<file path="config.mk">
export PLATFORM = sky130hd
export DESIGN_NAME = score_display_mux_flat
export DESIGN_NICKNAME = d
export VERILOG_FILES = /design/src/rtl/score_display_mux_pkg.sv /design/src/rtl/score_display_mux_if.sv /design/src/rtl/score_display_mux_flash.sv /design/src/rtl/score_display_mux.sv /design/src/flat_wrapper.sv
export SDC_FILE = /design/constraint.sdc
export NUM_CORES = 1
export LEC_CHECK = 0
export ABC_AREA = 1
export ABC_CLOCK_PERIOD_IN_PS = 2300
export CAP_MARGIN = 20
export CORE_MARGIN = 3
export CORE_UTILIZATION = 30
export CTS_CLUSTER_SIZE = 14
export DETAILED_ROUTE_END_ITERATION = 6
export GPL_ROUTABILITY_DRIVEN = 0
export SYNTH_ARGS = -nofsm -noshare
export SYNTH_HDL_FRONTEND = slang
export SYNTH_HIERARCHICAL = 1
export SYNTH_SLANG_ARGS = --single-unit
</file>
<file path="constraint.sdc">
create_clock -name clk_lf -period 2.3 [get_ports clk_lf]
set_input_delay 0.46 -clock clk_lf [delete_from_list [all_inputs] [get_ports clk_lf]]
set_output_delay 0.46 -clock clk_lf [all_outputs]
set_load 0.01 [all_outputs]
</file>
<file path="src/rtl/score_display_mux_pkg.sv">
// score_display_mux_pkg: shared constants, types and helpers for the score display
// Contents:
//   SCORE_W              width of one player score
//   SEG_BLANK/SEG_DIGIT  active-low {g,f,e,d,c,b,a} patterns
//   DIG_*                scan index of each digit position
//   flash_e              per-side flash FSM state
//   digit_of/seg_decode  binary-to-digit split and segment decoder
package score_display_mux_pkg;

    localparam int SCORE_W = 4;

    localparam logic [6:0] SEG_BLANK = 7'b1111111;

    // Index 9 is leftmost so SEG_DIGIT[d] selects digit d
    localparam logic [9:0][6:0] SEG_DIGIT = {
        7'b0010000, 7'b0000000, 7'b1111000, 7'b0000010, 7'b0010010,
        7'b0011001, 7'b0110000, 7'b0100100, 7'b1111001, 7'b1000000
    };

    // Bit 1 selects the side (1 = left), bit 0 selects tens
    localparam logic [1:0] DIG_R1  = 2'd0;
    localparam logic [1:0] DIG_R10 = 2'd1;
    localparam logic [1:0] DIG_L1  = 2'd2;
    localparam logic [1:0] DIG_L10 = 2'd3;

    typedef enum logic [1:0] {FL_IDLE, FL_OFF, FL_ON} flash_e;

    function automatic logic [3:0] digit_of(input logic [SCORE_W-1:0] s, input logic tens);
        return tens ? {3'd0, s >= 4'd10} : (s >= 4'd10 ? s - 4'd10 : s);
    endfunction

    function automatic logic [6:0] seg_decode(input logic [3:0] d);
        return d <= 4'd9 ? SEG_DIGIT[d] : SEG_BLANK;
    endfunction

endpackage

</file>
<file path="src/rtl/score_display_mux_if.sv">
// score_display_mux_if: score inputs from the game core and the display drive outputs
// Signals:
//   Score_Left, Score_Right  binary scores 0..15
//   an                       digit anodes, active low, an[3] leftmost
//   seg                      segments {g,f,e,d,c,b,a}, active low
//   dp                       decimal point, active low
// Modports: master = game/board side, slave = display mux
interface score_display_mux_if;
    import score_display_mux_pkg::*;

    logic [SCORE_W-1:0] Score_Left;
    logic [SCORE_W-1:0] Score_Right;
    logic [3:0]         an;
    logic [6:0]         seg;
    logic               dp;

    modport master (output Score_Left, output Score_Right, input an, input seg, input dp);
    modport slave  (input Score_Left, input Score_Right, output an, output seg, output dp);

endinterface

</file>
<file path="src/rtl/score_display_mux_flash.sv">
// score_flash_ctrl: flash sequencer for one side after its score changes
// Ports:
//   clk_lf      display clock
//   rst         synchronous active-high reset
//   score       registered score of this side
//   frame_tick  one pulse per display frame
//   blank       registered, high while this side's digits are dark
module score_flash_ctrl
    import score_display_mux_pkg::*;
#(
    parameter int FLASH_FRAMES = 64,
    parameter int FLASH_COUNT  = 3
) (
    input  logic               clk_lf,
    input  logic               rst,
    input  logic [SCORE_W-1:0] score,
    input  logic               frame_tick,
    output logic               blank
);

    localparam int FW = FLASH_FRAMES > 1 ? $clog2(FLASH_FRAMES) : 1;
    localparam int PW = FLASH_COUNT > 1 ? $clog2(FLASH_COUNT) : 1;

    flash_e             st;
    logic [SCORE_W-1:0] prev;
    logic [FW-1:0]      fcnt;
    logic [PW-1:0]      pairs;
    logic               changed;
    logic               half_done;

    assign changed   = score != prev;
    assign half_done = fcnt == FW'(FLASH_FRAMES - 1);

    always_ff @(posedge clk_lf) begin
        if (rst) begin
            st    <= FL_IDLE;
            prev  <= '0;
            fcnt  <= '0;
            pairs <= '0;
            blank <= 1'b0;
        end else begin
            prev <= score;
            // A change outranks a coincident frame tick: it restarts the sequence,
            // or cancels it outright when the new score is zero
            if (changed) begin
                st    <= score == 4'd0 ? FL_IDLE : FL_OFF;
                blank <= score != 4'd0;
                fcnt  <= '0;
                pairs <= '0;
            end else if (st != FL_IDLE && frame_tick) begin
                fcnt <= half_done ? '0 : fcnt + 1'b1;
                if (half_done) begin
                    if (st == FL_OFF) begin
                        st    <= FL_ON;
                        blank <= 1'b0;
                    end else if (pairs < PW'(FLASH_COUNT - 1)) begin
                        st    <= FL_OFF;
                        blank <= 1'b1;
                        pairs <= pairs + 1'b1;
                    end else begin
                        st <= FL_IDLE;
                    end
                end
            end
        end
    end

endmodule

</file>
<file path="src/rtl/score_display_mux.sv">
// score_display_mux: scans two 4-bit scores onto a 4-digit multiplexed 7-segment display
// Ports:
//   clk_lf  display clock, single domain
//   rst     synchronous active-high reset
//   dsp     slave side of score_display_mux_if: Score_Left/Score_Right in, an/seg/dp out
// Left score on digits 3:2, right on 1:0; leading tens zero blanked; a side
// flashes after its score changes to a nonzero value.
module score_display_mux
    import score_display_mux_pkg::*;
#(
    parameter int REFRESH_DIV  = 100000,
    parameter int FLASH_FRAMES = 64,
    parameter int FLASH_COUNT  = 3
) (
    input logic                clk_lf,
    input logic                rst,
    score_display_mux_if.slave dsp
);

    localparam int CW = REFRESH_DIV > 1 ? $clog2(REFRESH_DIV) : 1;

    logic [CW-1:0]      cnt;
    logic [1:0]         idx;
    logic [SCORE_W-1:0] score_l;
    logic [SCORE_W-1:0] score_r;
    logic [SCORE_W-1:0] score_sel;
    logic [3:0]         digit;
    logic [3:0]         an_d;
    logic [6:0]         seg_d;
    logic               dp_d;
    logic               tc;
    logic               frame_tick;
    logic               blank_l;
    logic               blank_r;
    logic               side_blank;

    assign tc         = cnt == CW'(REFRESH_DIV - 1);
    assign frame_tick = tc && idx == DIG_L10;

    score_flash_ctrl #(.FLASH_FRAMES(FLASH_FRAMES), .FLASH_COUNT(FLASH_COUNT)) u_flash_l (
        .clk_lf     (clk_lf),
        .rst        (rst),
        .score      (score_l),
        .frame_tick (frame_tick),
        .blank      (blank_l)
    );

    score_flash_ctrl #(.FLASH_FRAMES(FLASH_FRAMES), .FLASH_COUNT(FLASH_COUNT)) u_flash_r (
        .clk_lf     (clk_lf),
        .rst        (rst),
        .score      (score_r),
        .frame_tick (frame_tick),
        .blank      (blank_r)
    );

    // idx[1] picks the side and idx[0] the tens digit, matching the DIG_* encoding
    always_comb begin
        score_sel  = idx[1] ? score_l : score_r;
        side_blank = idx[1] ? blank_l : blank_r;
        digit      = digit_of(score_sel, idx[0]);
        seg_d      = side_blank || (idx[0] && digit == 4'd0) ? SEG_BLANK : seg_decode(digit);
        an_d       = ~(4'b0001 << idx);
        dp_d       = idx != DIG_L1 || blank_l;
    end

    always_ff @(posedge clk_lf) begin
        if (rst) begin
            score_l <= '0;
            score_r <= '0;
            cnt     <= '0;
            idx     <= DIG_R1;
            dsp.an  <= 4'b1111;
            dsp.seg <= SEG_BLANK;
            dsp.dp  <= 1'b1;
        end else begin
            score_l <= dsp.Score_Left;
            score_r <= dsp.Score_Right;
            cnt     <= tc ? '0 : cnt + 1'b1;
            if (tc)
                idx <= idx + 2'd1;
            dsp.an  <= an_d;
            dsp.seg <= seg_d;
            dsp.dp  <= dp_d;
        end
    end

endmodule
</file>
<file path="src/flat_wrapper.sv">
// flat-port wrapper written by rule: the top's interface ports become plain ports
module score_display_mux_flat import score_display_mux_pkg::*;
#(
    parameter int REFRESH_DIV  = 100000,
    parameter int FLASH_FRAMES = 64,
    parameter int FLASH_COUNT  = 3
)
  (clk_lf, rst, dsp_Score_Left, dsp_Score_Right, dsp_an, dsp_seg, dsp_dp);
  score_display_mux_if dsp_i ();
  input logic clk_lf;
  input logic rst;
  input wire logic [$bits(dsp_i.Score_Left)-1:0] dsp_Score_Left;
  input wire logic [$bits(dsp_i.Score_Right)-1:0] dsp_Score_Right;
  output wire logic [$bits(dsp_i.an)-1:0] dsp_an;
  output wire logic [$bits(dsp_i.seg)-1:0] dsp_seg;
  output wire logic [$bits(dsp_i.dp)-1:0] dsp_dp;
  assign dsp_i.Score_Left = dsp_Score_Left;
  assign dsp_i.Score_Right = dsp_Score_Right;
  assign dsp_an = dsp_i.an;
  assign dsp_seg = dsp_i.seg;
  assign dsp_dp = dsp_i.dp;
  score_display_mux #(.REFRESH_DIV(REFRESH_DIV), .FLASH_FRAMES(FLASH_FRAMES), .FLASH_COUNT(FLASH_COUNT)) u_core (.clk_lf(clk_lf), .rst(rst), .dsp(dsp_i));
endmodule
</file>
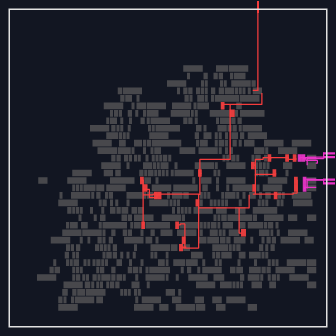
*Nets reached from selected ports*
Red marks rst, bits 1, direction input, edge north, end cells 22, buffers 4, wire 274 um. Magenta marks dsp_Score_Right, bits 4, direction input, edge east, end cells 4, buffers 4, wire 57.0 um.

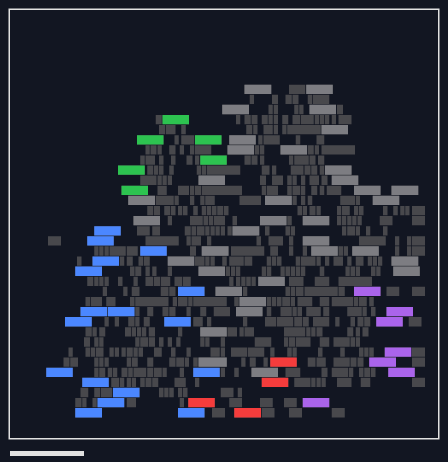
*Where the registers sit*
Bar = 20 um. Other sequential cells in the stronger grey, the rest of the logic in the fainter grey.
Red marks u_core/dsp.an, sequential cells 4, where south. Blue marks u_core/cnt, sequential cells 17. Green marks u_core/u_flash_l/fcnt, sequential cells 6. Purple marks u_core/dsp.seg, sequential cells 7, where south-east.
Another 35 sequential cells are not coloured.

==> run notes <==
run metrics: CTS buffer count 9, yosys cell count 498, vias in the first global route 2886, Slew HR 0.6797, Post-synth EDFFs 0, number of port buffers 21, # clock sinks 69, kind of critical path flip-flop to flip-flop, CTS Buffer Depth 2, Post-Layout Inst Area 4338 um^2, placed cell areas 4033 um^2, required time worst endpoint 2.57 ns, Die ar. 13270 um^2, crit start category flip-flop, depth of the CTS H-tree 3, Yosys cell types 38, Synthesized registers 69, Ys Warns 6, RSZ-0062 raised after global routing false, crit path max-delay cell type dfxtp_1, post-synthesis async set-or-reset flop share 0, Congestion Overflow GR 0, cells on worst reg2reg path 12, worst-path cell chain ha_1, nand2_1, nor2_2, nand4_1, nor2_2, inv_1, nor2_1, nand2_1, nor2_1, nor2_1, nand3b_1, nand2_1, post-DR vias/cell 4.434, OpenROAD warnings 33, chip height 115.2 um, initial antenna violation count 0, CTS Hold Bufs 0, Slew @ Worst Pin 0.4790 ns, hold path cells 1, Post-DP HPWL 5.291 mm, global-route wire length before repair 12.25 mm, post-synthesis cell count 498, min cycle time layout 2.013 ns, ANT cells 0, fmax 496.9 MHz, Area growth, synth to finish 21.31%, final tally of max-slew violations 0, core area 11520 um^2, Layout Nets 562, iteration tally of the first detailed-router pass 4, CTS tree yes, Clock transition at path regs 0.05 ns, worst clock skew 0.005163 ns, critical path arrival 2.28 ns, worst-path fanout max 4, DRT antenna net count 0, Buf/Inv on CP 1, worst vdd ir 0.3520 mV, Root Driver clkbuf_16, Max-Cap Viols 0, Worst path depth 12, top-level port count 22, Top cell excl fill/tap nand2_1, Worst Setup End Kind flip-flop, mean area per synthesized cell 7.181 um^2, DRT iter0 DRCs 137, # setup viols final 0, CP delay by family, top simple AND/OR/NAND/NOR gates, Rows 39, slowest stage delay, CP 0.34 ns, largest net degree at the start of global routing 17, Worst-Skew Late Latency 0.33 ns, fp_density 0.3105, setup tns final 0 ns, status finished, final reports clean, final period utilization 0.8750
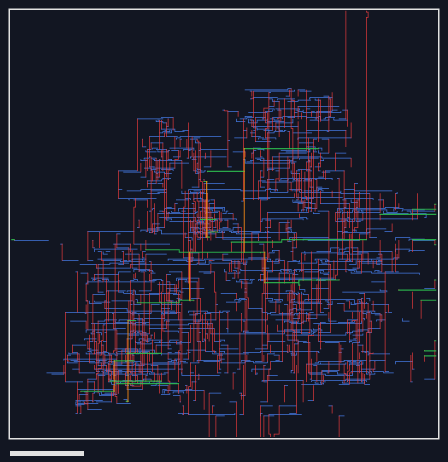
*Routed metal, one colour a layer*
Bar = 20 um.
Red marks met2, wire length 3240 um. Green marks met3, wire length 250 um. Orange marks met4, wire length 93.8 um. Blue marks met1, wire length 3360 um.
via count: 3046
Routed WL: 6.952 mm
WL per Instance: 10.12 um
Tot GR Track Use: 0.1133

-- stage by stage --
stage / power, mW / cells / util
after floorplan: 1.506 / 498 / -
after global placement: 1.602 / 671 / 0.3502
after detailed placement: 1.606 / 671 / 0.3502
after CTS: 3.006 / 687 / 0.3764
after global routing: 3.089 / 687 / 0.3767
final: 2.951 / 687 / 0.3767
-- repair_timing --
item	CTS	global route
gates resized	0	2
endpoints found under the setup margin	0	18
hold endpoints to repair	0	0
-- state kept, by name (all words and copies together), names as in the netlist --
name / count
u_core/cnt: 17
u_core/dsp.an: 4
u_core/dsp.dp: 1
u_core/dsp.seg: 7
u_core/idx: 2
u_core/score_l: 4
u_core/score_r: 4
u_core/u_flash_l/blank: 1
u_core/u_flash_l/fcnt: 6
u_core/u_flash_l/pairs: 2
u_core/u_flash_l/prev: 4
u_core/u_flash_l/st: 2
u_core/u_flash_r/blank: 1
u_core/u_flash_r/fcnt: 6
u_core/u_flash_r/pairs: 2
u_core/u_flash_r/prev: 4
u_core/u_flash_r/st: 2
-- report_power, final --
part / switching, mW / internal, mW / total [mW]
combinational: 0.179 / 0.130 / 0.309
sequential: 0.0292 / 1.24 / 1.27
clock: 0.506 / 0.866 / 1.37
total: 0.715 / 2.24 / 2.95
-- layout make-up --
type / instances / area [um^2]
inverter: 83 / 319.1
timing repair buffer: 34 / 307.8
multi-input combinational: 342 / 1848
fill: 1197 / 7178
tap: 143 / 178.9
sequential: 69 / 1383
clock buffer: 10 / 239.0
clock inverter: 6 / 62.56
-- cells in the mapped netlist, types with 4 or more instances --
cell      instances  area (um^2)
a21oi_1          18        90.09
dfxtp_1          69         1381
ha_1             13        162.7
inv_1            72        270.3
inv_2             8        30.03
nand2_1         119        446.7
nand2_2           8        50.05
nand2_4          11        123.9
nand3_1          29        145.1
nand3b_1          4        30.03
nand4_1          14        87.58
nor2_1           68        255.2
nor3_1           16        80.08
o21ai_0           8        40.04
-- per-layer routing --
metal / share of wire / routed length (um) / GRT usage / vias up
met5: 0 / 0 / 0 / -
met4: 0.013 / 93 / 0.04617 / 0
met3: 0.036 / 249 / 0.03316 / 13
met2: 0.47 / 3244 / 0.1937 / 40
met1: 0.48 / 3364 / 0.1327 / 1351
li1: - / - / - / 1642
-- cells by family (layout without fill, tap and decap cells) --
kind of cell / count (synthesis) / count (layout) / share of synthesized area
DFF: 69 / 69 / 0.3863
buffers and inverters: 87 / 133 / 0.09762
AOI/OAI and AO/OA: 37 / 37 / 0.06788
adders and majority gates: 13 / 13 / 0.04549
xor gates and xnor gates: 4 / 4 / 0.009799
and+or+nand+nor: 288 / 288 / 0.3929
-- worst paths after layout --
kind / startpoint / end / slack, ns
worst max-delay path: u_core/cnt[0] / u_core/u_flash_l/st[0] / 0.29
worst min-delay path: u_core/cnt[0] / u_core/cnt[0] / 0.45
worst max register to register: u_core/cnt[0] / u_core/u_flash_l/st[0] / 0.29
worst min register to register: u_core/cnt[0] / u_core/cnt[0] / 0.45
No activity file was given, so power comes from the tool's default toggle rates.
